===== src/rtl/hpdmc_datapath_seq.sv =====
`default_nettype none
// ============================================================================
// Module   : hpdmc_datapath_seq
// Purpose  : Data-path sequencer for the 32-bit DDR memory controller.
//            Times every data beat of a read or write burst relative to the
//            command that started it. Drives the DDR I/O block (direction,
//            mo, dout), samples di, and tells the command scheduler when a
//            new read or write may be issued (read_safe / write_safe). The
//            safe windows keep bursts from colliding and leave one idle bus
//            cycle when the bus turns around from read to write.
// Revision : 1.0 - initial release
// ----------------------------------------------------------------------------
// Parameters
//   CL     cycles from read command to first di beat sampled (CL >= WL)
//   WL     cycles from write command to first dout beat      (WL >= 1)
//   BURST  64-bit beats per burst                            (BURST >= 1)
// Ports
//   sys_clk     in   clock, all logic on the rising edge
//   sys_rst     in   synchronous active-high reset
//   read        in   read command strobe (one cycle)
//   write       in   write command strobe (one cycle)
//   read_safe   out  a read asserted this cycle is accepted
//   write_safe  out  a write asserted this cycle is accepted
//   write_data  in   write beat, sampled whenever write_next is 1
//   write_mask  in   byte mask for that beat (1 = masked)
//   write_next  out  requests the next write beat from the source
//   read_data   out  captured read beat
//   read_valid  out  read_data holds a valid beat
//   direction   out  1 = controller drives DQ/DQS (I/O output enable)
//   mo          out  DM bits to the I/O block
//   dout        out  DQ data to the I/O block ('do' is a reserved word)
//   di          in   DQ data from the I/O block
// ============================================================================
module hpdmc_datapath_seq #(
    parameter int CL    = 3,
    parameter int WL    = 1,
    parameter int BURST = 4
) (
    input  logic        sys_clk,
    input  logic        sys_rst,
    input  logic        read,
    input  logic        write,
    output logic        read_safe,
    output logic        write_safe,
    input  logic [63:0] write_data,
    input  logic [7:0]  write_mask,
    output logic        write_next,
    output logic [63:0] read_data,
    output logic        read_valid,
    output logic        direction,
    output logic [7:0]  mo,
    output logic [63:0] dout,
    input  logic [63:0] di
);

    // ------------------------------------------------------------------
    // Derived constants
    // ------------------------------------------------------------------
    // History vectors: bit k means "a burst of this type was accepted k
    // cycles ago" (bit 0 is the acceptance in the current cycle).
    localparam int RLEN = CL + BURST;
    localparam int WLEN = WL + BURST;

    // Safe-window reload values (number of blocked cycles after t).
    localparam int SAME_LD  = BURST - 1;
    localparam int RD2WR_LD = CL + BURST - WL;
    localparam int WR2RD_T  = (BURST > (WL + BURST + 1 - CL)) ? BURST
                                                              : (WL + BURST + 1 - CL);
    localparam int WR2RD_LD = WR2RD_T - 1;

    localparam int MAX_A    = (SAME_LD > RD2WR_LD) ? SAME_LD : RD2WR_LD;
    localparam int MAX_LD   = (MAX_A > WR2RD_LD) ? MAX_A : WR2RD_LD;
    // +2 keeps the width at least one bit even when every load is zero.
    localparam int CW       = $clog2(MAX_LD + 2);

    localparam logic [CW-1:0] SAME_LD_V  = CW'(SAME_LD);
    localparam logic [CW-1:0] RD2WR_LD_V = CW'(RD2WR_LD);
    localparam logic [CW-1:0] WR2RD_LD_V = CW'(WR2RD_LD);
    localparam logic [CW-1:0] CNT_ONE    = CW'(1);

    // One bit per beat, shifted to the offset where the window starts.
    localparam logic [63:0]     BEATS   = (64'd1 << BURST) - 64'd1;
    localparam logic [RLEN-1:0] RD_WIN  = RLEN'(BEATS << CL);
    localparam logic [WLEN-1:0] WN_WIN  = WLEN'(BEATS << (WL - 1));
    localparam logic [WLEN-1:0] DIR_WIN = WLEN'(BEATS << WL);

    // ------------------------------------------------------------------
    // State
    // ------------------------------------------------------------------
    logic [RLEN-2:0] rd_hist_q,    rd_hist_d;
    logic [WLEN-2:0] wr_hist_q,    wr_hist_d;
    logic [CW-1:0]   busy_cnt_q,   busy_cnt_d;
    logic [CW-1:0]   rd2wr_cnt_q,  rd2wr_cnt_d;
    logic [CW-1:0]   wr2rd_cnt_q,  wr2rd_cnt_d;
    logic [63:0]     read_data_q,  read_data_d;
    logic            read_valid_q, read_valid_d;
    logic [63:0]     dout_q,       dout_d;
    logic [7:0]      mo_q,         mo_d;

    // ------------------------------------------------------------------
    // Combinational
    // ------------------------------------------------------------------
    logic            rd_acc;
    logic            wr_acc;
    logic [RLEN-1:0] rd_vec;
    logic [WLEN-1:0] wr_vec;
    logic            rd_sample;

    // Safe flags come only from the counters, never from the strobes.
    assign read_safe  = (busy_cnt_q == '0) && (wr2rd_cnt_q == '0);
    assign write_safe = (busy_cnt_q == '0) && (rd2wr_cnt_q == '0);

    // A read wins over a simultaneous write, even when the read itself is
    // refused. Nothing is accepted while reset is asserted.
    assign rd_acc = read & read_safe & ~sys_rst;
    assign wr_acc = write & write_safe & ~read & ~sys_rst;

    assign rd_vec = {rd_hist_q, rd_acc};
    assign wr_vec = {wr_hist_q, wr_acc};

    // Overlapping same-type bursts simply OR into the shared history.
    assign rd_sample  = |(rd_vec & RD_WIN);
    assign write_next = |(wr_vec & WN_WIN);
    // The DIR window starts at k = WL >= 1, so direction depends on
    // registered history only and cannot glitch with the write strobe.
    assign direction  = |(wr_vec & DIR_WIN);

    always_comb begin
        rd_hist_d    = rd_vec[RLEN-2:0];
        wr_hist_d    = wr_vec[WLEN-2:0];
        busy_cnt_d   = busy_cnt_q;
        rd2wr_cnt_d  = rd2wr_cnt_q;
        wr2rd_cnt_d  = wr2rd_cnt_q;
        read_data_d  = read_data_q;
        read_valid_d = rd_sample;
        dout_d       = dout_q;
        mo_d         = 8'hff;

        // Same-type spacing: both directions blocked for BURST-1 cycles.
        if (rd_acc || wr_acc) begin
            busy_cnt_d = SAME_LD_V;
        end else if (busy_cnt_q != '0) begin
            busy_cnt_d = busy_cnt_q - CNT_ONE;
        end

        // Read-to-write turnaround: keeps the write data clear of the last
        // read beat by one idle bus cycle.
        if (rd_acc) begin
            rd2wr_cnt_d = RD2WR_LD_V;
        end else if (rd2wr_cnt_q != '0) begin
            rd2wr_cnt_d = rd2wr_cnt_q - CNT_ONE;
        end

        // Write-to-read spacing.
        if (wr_acc) begin
            wr2rd_cnt_d = WR2RD_LD_V;
        end else if (wr2rd_cnt_q != '0) begin
            wr2rd_cnt_d = wr2rd_cnt_q - CNT_ONE;
        end

        // Read capture: registered one cycle after the di sample point.
        if (rd_sample) begin
            read_data_d = di;
        end

        // Write beat fetched in cycle c-1 is presented in data cycle c.
        // DM idles at all-masked; DQ keeps its last value.
        if (write_next) begin
            dout_d = write_data;
            mo_d   = write_mask;
        end
    end

    always_ff @(posedge sys_clk) begin
        if (sys_rst) begin
            rd_hist_q    <= '0;
            wr_hist_q    <= '0;
            busy_cnt_q   <= '0;
            rd2wr_cnt_q  <= '0;
            wr2rd_cnt_q  <= '0;
            read_data_q  <= '0;
            read_valid_q <= 1'b0;
            dout_q       <= '0;
            mo_q         <= 8'hff;
        end else begin
            rd_hist_q    <= rd_hist_d;
            wr_hist_q    <= wr_hist_d;
            busy_cnt_q   <= busy_cnt_d;
            rd2wr_cnt_q  <= rd2wr_cnt_d;
            wr2rd_cnt_q  <= wr2rd_cnt_d;
            read_data_q  <= read_data_d;
            read_valid_q <= read_valid_d;
            dout_q       <= dout_d;
            mo_q         <= mo_d;
        end
    end

    assign read_data  = read_data_q;
    assign read_valid = read_valid_q;
    assign dout       = dout_q;
    assign mo         = mo_q;

endmodule
`default_nettype wire


===== config.mk =====
export PLATFORM = sky130hd
export DESIGN_NAME = hpdmc_datapath_seq
export DESIGN_NICKNAME = d
export VERILOG_FILES = /design/src/rtl/hpdmc_datapath_seq.sv
export SDC_FILE = /design/constraint.sdc
export NUM_CORES = 1
export LEC_CHECK = 0
export ABC_CLOCK_PERIOD_IN_PS = 2800
export CAP_MARGIN = 40
export CORE_UTILIZATION = 40
export DETAILED_ROUTE_END_ITERATION = 12
export PLACE_DENSITY = 0.79
export SYNTH_ARGS = -nofsm -noshare
export SYNTH_HDL_FRONTEND = slang
export SYNTH_SLANG_ARGS = --single-unit

===== constraint.sdc =====
create_clock -name sys_clk -period 2.8 [get_ports sys_clk]
set_clock_uncertainty 0.1 [all_clocks]
set_input_delay 0.42 -clock sys_clk [delete_from_list [all_inputs] [get_ports sys_clk]]
set_output_delay 0.42 -clock sys_clk [all_outputs]
set_load 0.1 [all_outputs]

Run 1, drive-strength map:
Bar = 20 um.
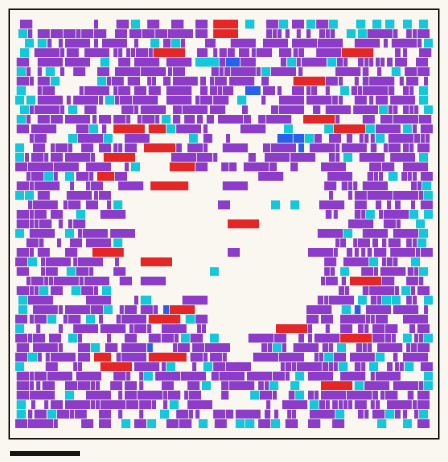
colour	size	cells	share	most used
purple	_0 and _1 cells	745	80%	nand2_1
red	_6 and larger	26	2.8%	clkbuf_16
blue	_2 cells	8	0.86%	clkinv_2
cyan	_3 and _4 cells	149	16%	buf_4

Run 1, a small window of the routed layout:
Window x 77 to 107, y 16 to 46 um. Cells in grey, sequential cells in the stronger grey; small squares are vias.
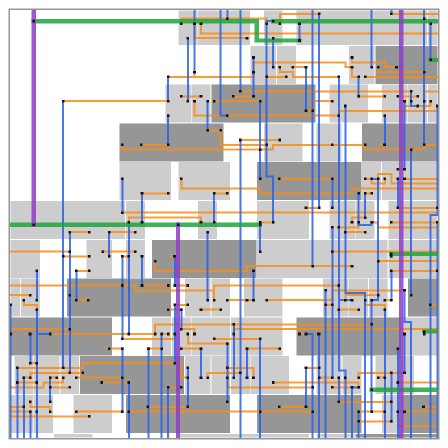
colour	layer
green	metal 3
purple	metal 4
blue	metal 2
orange	metal 1
sequential cells in the window	12
netlist names of flops here include	read_data (12)
most frequent	nand2_1 (22), dfxtp_1 (12), a21oi_1 (11)
cells with their middle in the window	68

Run 1, clock nets:
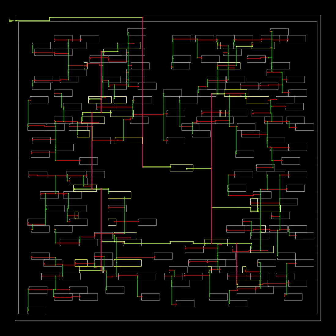
TritonCTS buffer count: 17
total clock sinks: 156
Clk. pwr: 2.23 mW
registers: 156

==> results.sh, run 1 <==
# yosys + openroad results
export IMPL_outcome="finished, final reports clean"
export IMPL_common_cells="nand2_1, dfxtp_1, mux2i_1, a21oi_1, clkbuf_1"
export IMPL_via_per_inst=4.63
export IMPL_drv_cap=0
export IMPL_ctsLongestPathBuffers=2
export IMPL_grt_util_met3_pct=9.67
export IMPL_synthCells=655
export IMPL_grt_usage_pct=20.6
export IMPL_topCellsByArea="dfxtp_1, nand2_1, mux2i_1"
export IMPL_synth_area_per_cell_um2=8.85
export IMPL_coreArea_um2=14000
export IMPL_drtAntennaViolNets=0
export IMPL_fin_area_um2=8890
export IMPL_clock_latency_ps=410
export IMPL_ys_seq_share_pct=53.9
export IMPL_power_total_mw=8.76
export IMPL_critPathKind="flop to output pin"
export IMPL_die_area_um2=15000
export IMPL_area_growth_pct=53.4
export IMPL_use_met1_pct=23.1
export IMPL_crit_path_start_kind="flop"
export IMPL_row_count=43
export IMPL_drv_slew=0
export IMPL_ys_flops=156
export IMPL_top_area_share_pct=53.9
export IMPL_tns_ps=0
export IMPL_drive_above_1_share_pct=19.7
export IMPL_final_hold_viol_count=0
export IMPL_grt_max_degree=131
export IMPL_fin_nets=1062
export IMPL_grt_pass1_wl_mm=23.3
export IMPL_cts_resized=0
export IMPL_hold_path_class="flop to flop"
export IMPL_worstMarginPinSlew_ps=676
export IMPL_first_iter_violations=280
export IMPL_io_buffers=280
export IMPL_warnings=34
export IMPL_fin_ws_ps=145
export IMPL_flop_cell="dfxtp_1"
export IMPL_ios=281
export IMPL_fin_util_pct=63.5
export IMPL_fin_hold_ws_ps=346
export IMPL_syn_num_nets=801
export IMPL_drc=0
export IMPL_die_y_um=122
export IMPL_grt_setup_unrepaired="no"
export IMPL_powerDensity_nw_per_um2=986
export IMPL_cts_root_buf="clkbuf_16"
export IMPL_antenna_found_initial=1
export IMPL_crit_start="rd2wr_cnt_q[0]"
export IMPL_fin_cells=1109
-- run 1: sequential cells by signal (all words and copies together), names as in the netlist --
| name | flops |
|---|---|
| read_valid | 1 |
| busy_cnt_q | 3 |
| wr2rd_cnt_q | 3 |
| read_data | 64 |
| mo | 8 |
| rd_hist_q | 6 |
| rd2wr_cnt_q | 3 |
| dout | 64 |
| wr_hist_q | 4 |
-- run 1: cells in the final DEF (no fill, tap or decap), types with 2 or more instances in the layout --
| cell | Yosys | layout |
|---|---|---|
| nand2_1 | 257 | 257 |
| dfxtp_1 | 156 | 156 |
| buf_4 | 0 | 146 |
| clkdlybuf4s50_1 | 0 | 138 |
| mux2i_1 | 68 | 68 |
| a21oi_1 | 66 | 66 |
| clkbuf_16 | 0 | 17 |
| nor2b_1 | 9 | 9 |
| or3_1 | 8 | 8 |
| nor2_1 | 7 | 7 |
| inv_1 | 7 | 6 |
| ha_1 | 6 | 6 |
| clkbuf_1 | 21 | 5 |
| buf_12 | 0 | 4 |
| clkinv_2 | 0 | 3 |
| xnor2_1 | 3 | 3 |
| a31oi_1 | 3 | 3 |
| clkbuf_8 | 0 | 3 |
| nor3_1 | 2 | 2 |
| nand2b_1 | 2 | 2 |
| and2_1 | 2 | 2 |
| bufinv_16 | 0 | 2 |
-- run 1: how the worst min path moves through the flow --
stage,start,to,slack [ps],cells past startpoint
4_1_cts,read_data[3],read_data[3],350,2
6_report,rd_hist_q[1],rd_hist_q[2],350,1
2_1_floorplan,rd_hist_q[0],rd_hist_q[1],310,1
3_3_place_gp,rd_hist_q[0],rd_hist_q[1],320,1
3_5_place_dp,rd_hist_q[1],rd_hist_q[2],340,1
5_1_grt,read_data[3],read_data[3],360,2
-- run 1: cell families after synthesis --
group	synth area share, %
AND/OR/NAND/NOR	20.4
flip-flops	53.9
AND-OR/OR-AND	6.46
multiplexers	11.9
buffers and inverters	5.51
adder cells (fa/ha/maj)	1.30
XOR/XNOR	0.454
-- run 1: report_power, final --
part           leakage [nW]  switching (mW)  internal (mW)
combinational          2.46            2.78           1.05
sequential             1.27           0.170           2.54
clock                 0.277           0.856           1.38
-- run 1: critical path: stages, from the launching register on --
cell,delay (ps)
dfxtp_1,320
nor2_1,190
ha_1,320
and3b_1,290
nand2_1,140
o21ai_1,250
buf_12,210
-- run 1: layout make-up --
cell class	count	area (um^2)
diodes	1	2.50
clock buffers	25	485
clock inverters	6	86.3
fillers	1180	5100
inverters	7	27.5
multi-input cells	445	2380
flip-flops and latches	156	3120
well taps	180	225
repair buffers	289	2560
-- run 1: per-layer routing --
metal | vias up | wire, um | share of wire, %
li1 | 2627 | - | -
met1 | 2266 | 6420 | 41
met2 | 221 | 7000 | 45
met3 | 20 | 1780 | 11
met4 | 0 | 289 | 1.9
met5 | - | 0 | 0
==> run 2, diff against run 1 <==
--- a/config.mk
+++ b/config.mk
@@ -6,7 +6,7 @@
 export NUM_CORES = 1
 export LEC_CHECK = 0
 export ABC_CLOCK_PERIOD_IN_PS = 2800
-export CAP_MARGIN = 40
+export CAP_MARGIN = 30
 export CORE_UTILIZATION = 40
 export DETAILED_ROUTE_END_ITERATION = 12
 export PLACE_DENSITY = 0.79
Run 2, drive-strength map:
Bar = 20 um.
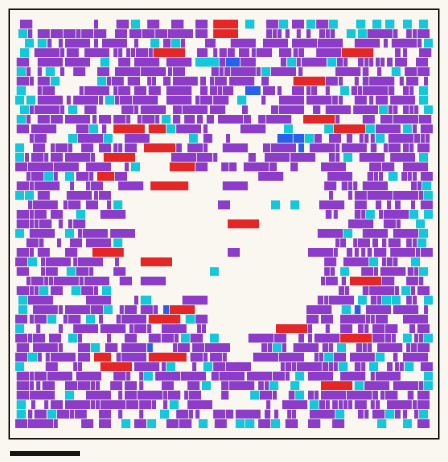
colour	size	cells	share	most used
blue	_2 cells	8	0.86%	clkinv_2
red	_6 and larger	26	2.8%	clkbuf_16
cyan	_3 and _4 cells	149	16%	buf_4
purple	_0 and _1 cells	745	80%	nand2_1
area grow syn2layout: 53.4%
Final WS setup: 145 ps
fin area: 8890 um^2
Non-clk bufs: 289

Run 2, clock nets:
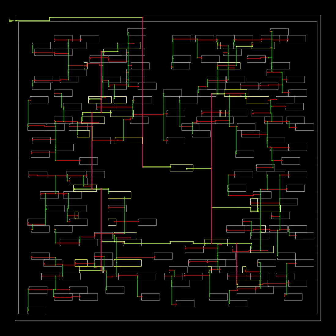
clock buffers: 25
clk latency late pin: 410 ps

Run 2, a small window of the routed layout:
Window x 77 to 107, y 16 to 46 um. Cells in grey, sequential cells in the stronger grey; small squares are vias.
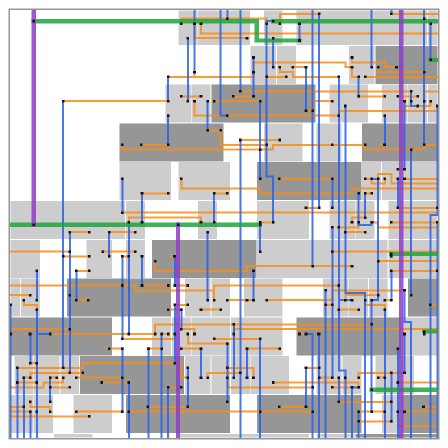
colour	layer
orange	metal 1
purple	metal 4
green	metal 3
blue	metal 2
most frequent	nand2_1 (22), dfxtp_1 (12), a21oi_1 (11)
cells with their middle in the window	68
netlist names of flops here include	read_data (12)
sequential cells in the window	12

==> run 2 against run 1 <==
Clock power is essentially flat. Global-route usage is the same. Sequential power is essentially flat. Sequential cell count is the same. First-iteration DRC count is the same. Via count is the same. Sequential share of layout area is the same. Die size is the same. Maximum frequency is the same. Combinational power is essentially flat. Cell count is the same. Final area is the same. Largest cell class unchanged.
==> results.sh, run 2 <==
# yosys + openroad results
export IMPL_syn_num_nets=801
export IMPL_ys_seq_share_pct=53.9
export IMPL_cts_root_buf="clkbuf_16"
export IMPL_outcome="finished, final reports clean"
export IMPL_holdPathStages=1
export IMPL_crit_start="rd2wr_cnt_q[0]"
export IMPL_yosys_area_top_type="dfxtp_1"
export IMPL_simple_gate_share_pct=20.4
export IMPL_io_buffers=280
export IMPL_hp_start="rd_hist_q[1]"
export IMPL_synth_comb_largest_family="simple AND/OR/NAND/NOR gates"
export IMPL_worstMarginPinSlew_ps=676
export IMPL_topCellsByArea="dfxtp_1, nand2_1, mux2i_1"
export IMPL_fin_util_pct=63.5
export IMPL_firstDrtPassIters=7
export IMPL_fin_nets=1062
export IMPL_via_per_inst=4.63
export IMPL_drv_cap=0
export IMPL_first_iter_violations=280
export IMPL_grt_setup_unrepaired="no"
export IMPL_wl_met2_mm=7.00
export IMPL_antenna_found_initial=1
export IMPL_drv_slew=0
export IMPL_clock_fmax_mhz=377
export IMPL_critPathKind="flop to output pin"
export IMPL_p_switching_mw=3.80
export IMPL_top_area_share_pct=53.9
export IMPL_crit_path_start_kind="flop"
export IMPL_power_total_mw=8.76
export IMPL_fin_hold_ws_ps=346
export IMPL_switching_share_pct=43.4
export IMPL_drive_above_1_share_pct=19.7
export IMPL_die_y_um=122
export IMPL_ys_sh_mux_pct=11.9
export IMPL_synth_compound_area_share_pct=6.46
export IMPL_pwr_share_clk_pct=25.5
export IMPL_drc=0
export IMPL_cts_buffers=17
export IMPL_row_count=43
export IMPL_warnings=34
export IMPL_ys_sh_adder_pct=1.30
export IMPL_ys_flops=156
export IMPL_synthCells=655
export IMPL_r2r_start="rd2wr_cnt_q[0]"
export IMPL_grt_usage_pct=20.6
export IMPL_powerDensity_nw_per_um2=986
export IMPL_lay_top_count="nand2_1"
export IMPL_common_cells="nand2_1, dfxtp_1, mux2i_1, a21oi_1, clkbuf_1"
export IMPL_seqPwrFrac_pct=30.9
export IMPL_grt_max_degree=131
export IMPL_cts_resized=0
export IMPL_wl_met3_mm=1.78
export IMPL_ios=281
export IMPL_highest_layer="met4"
export IMPL_power_frac_comb_pct=43.6
export IMPL_flop_cell="dfxtp_1"
export IMPL_synth_area_per_cell_um2=8.85
export IMPL_hold_path_class="flop to flop"
export IMPL_final_hold_viol_count=0
export IMPL_power_internal_mw=4.96
export IMPL_coreArea_um2=14000
export IMPL_num_fill_cells=1180
## run 2: stage by stage
step,setup WS [ps],setup TNS (ps),cells
after detailed placement,527,0,1077
after floorplan,-120,-120,655
after global placement,563,0,1077
final,145,0,1109
after global routing,15.6,0,1108
after CTS,117,0,1108
## run 2: cells by family after synthesis
group | Yosys count
mux | 69
fa+ha+maj | 6
compound gates | 73
flops | 156
buf+inv | 54
xor+xnor | 3
simple gates | 294
## run 2: layout make-up
| cell class | count | area, um^2 | share of cell area (%) |
|---|---|---|---|
| sequential | 156 | 3120 | 35.1 |
| timing repair buffer | 289 | 2560 | 28.8 |
| antenna | 1 | 2.50 | 0.0282 |
| clock buffer | 25 | 485 | 5.46 |
| inverter | 7 | 27.5 | 0.310 |
| tap | 180 | 225 | 2.53 |
| clock inverter | 6 | 86.3 | 0.971 |
| multi-input combinational | 445 | 2380 | 26.7 |
## run 2: worst max-delay path: stages, from the launching register on
cell and delay (ps):
dfxtp_1 320, nor2_1 190, ha_1 320, and3b_1 290
nand2_1 140, o21ai_1 250, buf_12 210
## run 2: per-layer routing
metal	vias to the layer above	track usage, %
met5	-	0
met4	0	8.61
met3	20	9.67
met2	221	33.3
met1	2266	23.1
li1	2627	-
## run 2: path summary, 6_finish.rpt
check                               endpoint  slack (ps)
worst min-delay path            rd_hist_q[2]         350
worst max register to register         mo[5]         750
worst min register to register  rd_hist_q[2]         350
worst max-delay path              write_next         150
## run 2: power by group through the flow
stage	combinational, mW	clock, mW	sequential (mW)
after detailed placement	3.85	0	2.74
after global routing	3.99	2.39	2.75
after floorplan	1.22	0	4.52
final	3.82	2.23	2.71
after global placement	3.83	0	2.74
after CTS	3.85	2.28	2.71
==> run 3, diff against run 2 <==
--- a/config.mk
+++ b/config.mk
@@ -13,3 +13,4 @@
 export SYNTH_ARGS = -nofsm -noshare
 export SYNTH_HDL_FRONTEND = slang
 export SYNTH_SLANG_ARGS = --single-unit
+export TNS_END_PERCENT = 1
Run 3, a small window of the routed layout:
Window x 77 to 107, y 16 to 46 um. Cells in grey, sequential cells in the stronger grey; small squares are vias.
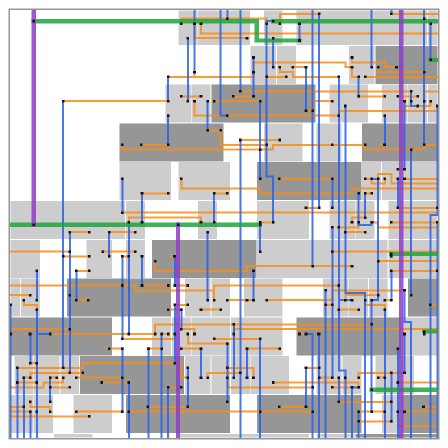
colour	layer
green	metal 3
purple	metal 4
orange	metal 1
blue	metal 2
netlist names of flops here include	read_data (12)
most frequent	nand2_1 (22), dfxtp_1 (12), a21oi_1 (11)
cells with their middle in the window	68
sequential cells in the window	12

Run 3, where the registers sit:
Bar = 20 um. Other sequential cells in the stronger grey, the rest of the logic in the fainter grey.
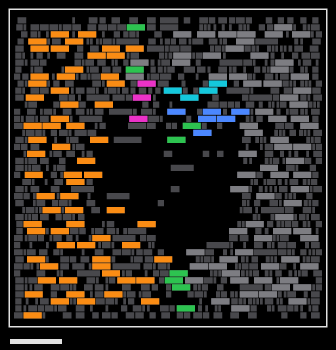
colour	signal	flops
green	mo	8
magenta	rd2wr_cnt_q	3
blue	rd_hist_q	6
orange	dout	64
cyan	wr_hist_q	4

Run 3, clock network drawn from the DEF:
Bar = 20 um.
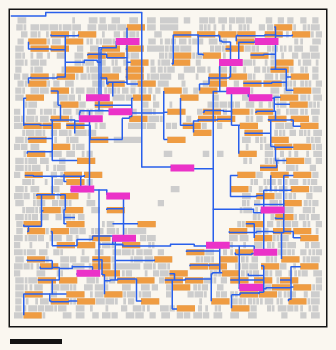
[blue] clock wires | length: 1870 um
[magenta] clock drivers | count: 17
[orange] flip-flops | count: 156
flops lie	spread over the die
Clock Power Share: 25.5%

==> run 3 against run 2 <==
Combinational power about the same. Worst hold slack unchanged. Sequential cell count unchanged. Non-clock buffer count unchanged. Cell count is the same. Sequential power barely moved. Die size did not move. Critical endpoint unchanged. Largest power group unchanged.
==> results.sh, run 3 <==
# yosys + openroad results
export IMPL_switching_share_pct=43.4
export IMPL_ys_sh_adder_pct=1.30
export IMPL_clock_latency_ps=410
export IMPL_final_cell_mix="nand2_1, dfxtp_1, buf_4"
export IMPL_dp_cells=1077
export IMPL_fin_hold_ws_ps=346
export IMPL_crit_path_start_kind="flop"
export IMPL_final_hold_viol_count=0
export IMPL_lay_top_count="nand2_1"
export IMPL_ios=281
export IMPL_xor_share_pct=0.453
export IMPL_flop_cell="dfxtp_1"
export IMPL_tns_ps=0
export IMPL_fin_nets=1062
export IMPL_topCellsByArea="dfxtp_1, nand2_1, mux2i_1"
export IMPL_common_cells="nand2_1, dfxtp_1, mux2i_1, a21oi_1, clkbuf_1"
export IMPL_die_y_um=122
export IMPL_drc=0
export IMPL_via_per_inst=4.63
export IMPL_die_area_um2=15000
export IMPL_synth_compound_area_share_pct=6.46
export IMPL_drv_slew=0
export IMPL_synth_comb_largest_family="simple AND/OR/NAND/NOR gates"
export IMPL_grt_pass1_wl_mm=23.3
export IMPL_grt_setup_unrepaired="no"
export IMPL_hp_start="rd_hist_q[1]"
export IMPL_synthCells=655
export IMPL_r2r_start="rd2wr_cnt_q[0]"
export IMPL_fin_cells=1109
export IMPL_warnings=34
export IMPL_coreArea_um2=14000
export IMPL_ys_sh_mux_pct=11.9
export IMPL_cts_sinks=156
export IMPL_power_frac_comb_pct=43.6
export IMPL_top_area_share_pct=53.9
export IMPL_critPathKind="flop to output pin"
export IMPL_cts_root_buf="clkbuf_16"
export IMPL_powerDensity_nw_per_um2=986
export IMPL_outcome="finished, final reports clean"
export IMPL_seqPwrFrac_pct=30.9
export IMPL_synth_area_per_cell_um2=8.85
export IMPL_io_buffers=280
export IMPL_antenna_found_initial=1
export IMPL_clock_fmax_mhz=377
export IMPL_hold_path_class="flop to flop"
export IMPL_power_internal_mw=4.96
export IMPL_cts_buffers=17
==> run 3: cell counts in the layout (fill, tap and decap cells not counted) <==
Identical to the previous run, type by type.
==> run 3: path summary, 6_finish.rpt <==
path	slack (ps)	depth (start not counted)	end
worst min-delay path	350	1	rd_hist_q[2]
worst max-delay path	150	6	write_next
worst max register to register	750	6	mo[5]
worst min register to register	350	1	rd_hist_q[2]
==> run 3: per-layer routing <==
metal	part of all wire (%)	GRT usage (%)	vias to the layer above
li1	-	-	2627
met1	41	23.1	2266
met2	45	33.3	221
met3	11	9.67	20
met4	1.9	8.61	0
met5	0	0	-
==> run 3: cell families after synthesis <==
family	after synthesis
buffers and inverters	54
adders and majority gates	6
xor gates and xnor gates	3
AOI/OAI and AO/OA	73
muxes	69
DFF	156
and+or+nand+nor	294
==> run 3: through the flow <==
step	setup slack [ps]	utilization [%]
2_1_floorplan	-120	-
3_3_place_gp	563	59.4
3_5_place_dp	527	59.4
4_1_cts	117	63.5
5_1_grt	15.6	63.5
6_report	145	63.5
==> run 3: critical path: stages, from the launching register on <==
cell	delay, ps
dfxtp_1	320
nor2_1	190
ha_1	320
and3b_1	290
nand2_1	140
o21ai_1	250
buf_12	210
==> run 3: power groups by stage <==
stage	clock network, mW	registers (mW)	logic (mW)
floorplan	0	4.52	1.22
global placement	0	2.74	3.83
detailed placement	0	2.74	3.85
CTS	2.28	2.71	3.85
global route	2.39	2.75	3.99
finish	2.23	2.71	3.82
==> run 3: final cells by class <==
cell class	count	area, um^2
fill	1180	5100
timing repair buffer	289	2560
tap	180	225
antenna	1	2.50
multi-input combinational	445	2380
clock buffer	25	485
sequential	156	3120
inverter	7	27.5
clock inverter	6	86.3
Power and IR drop assume default switching activity.
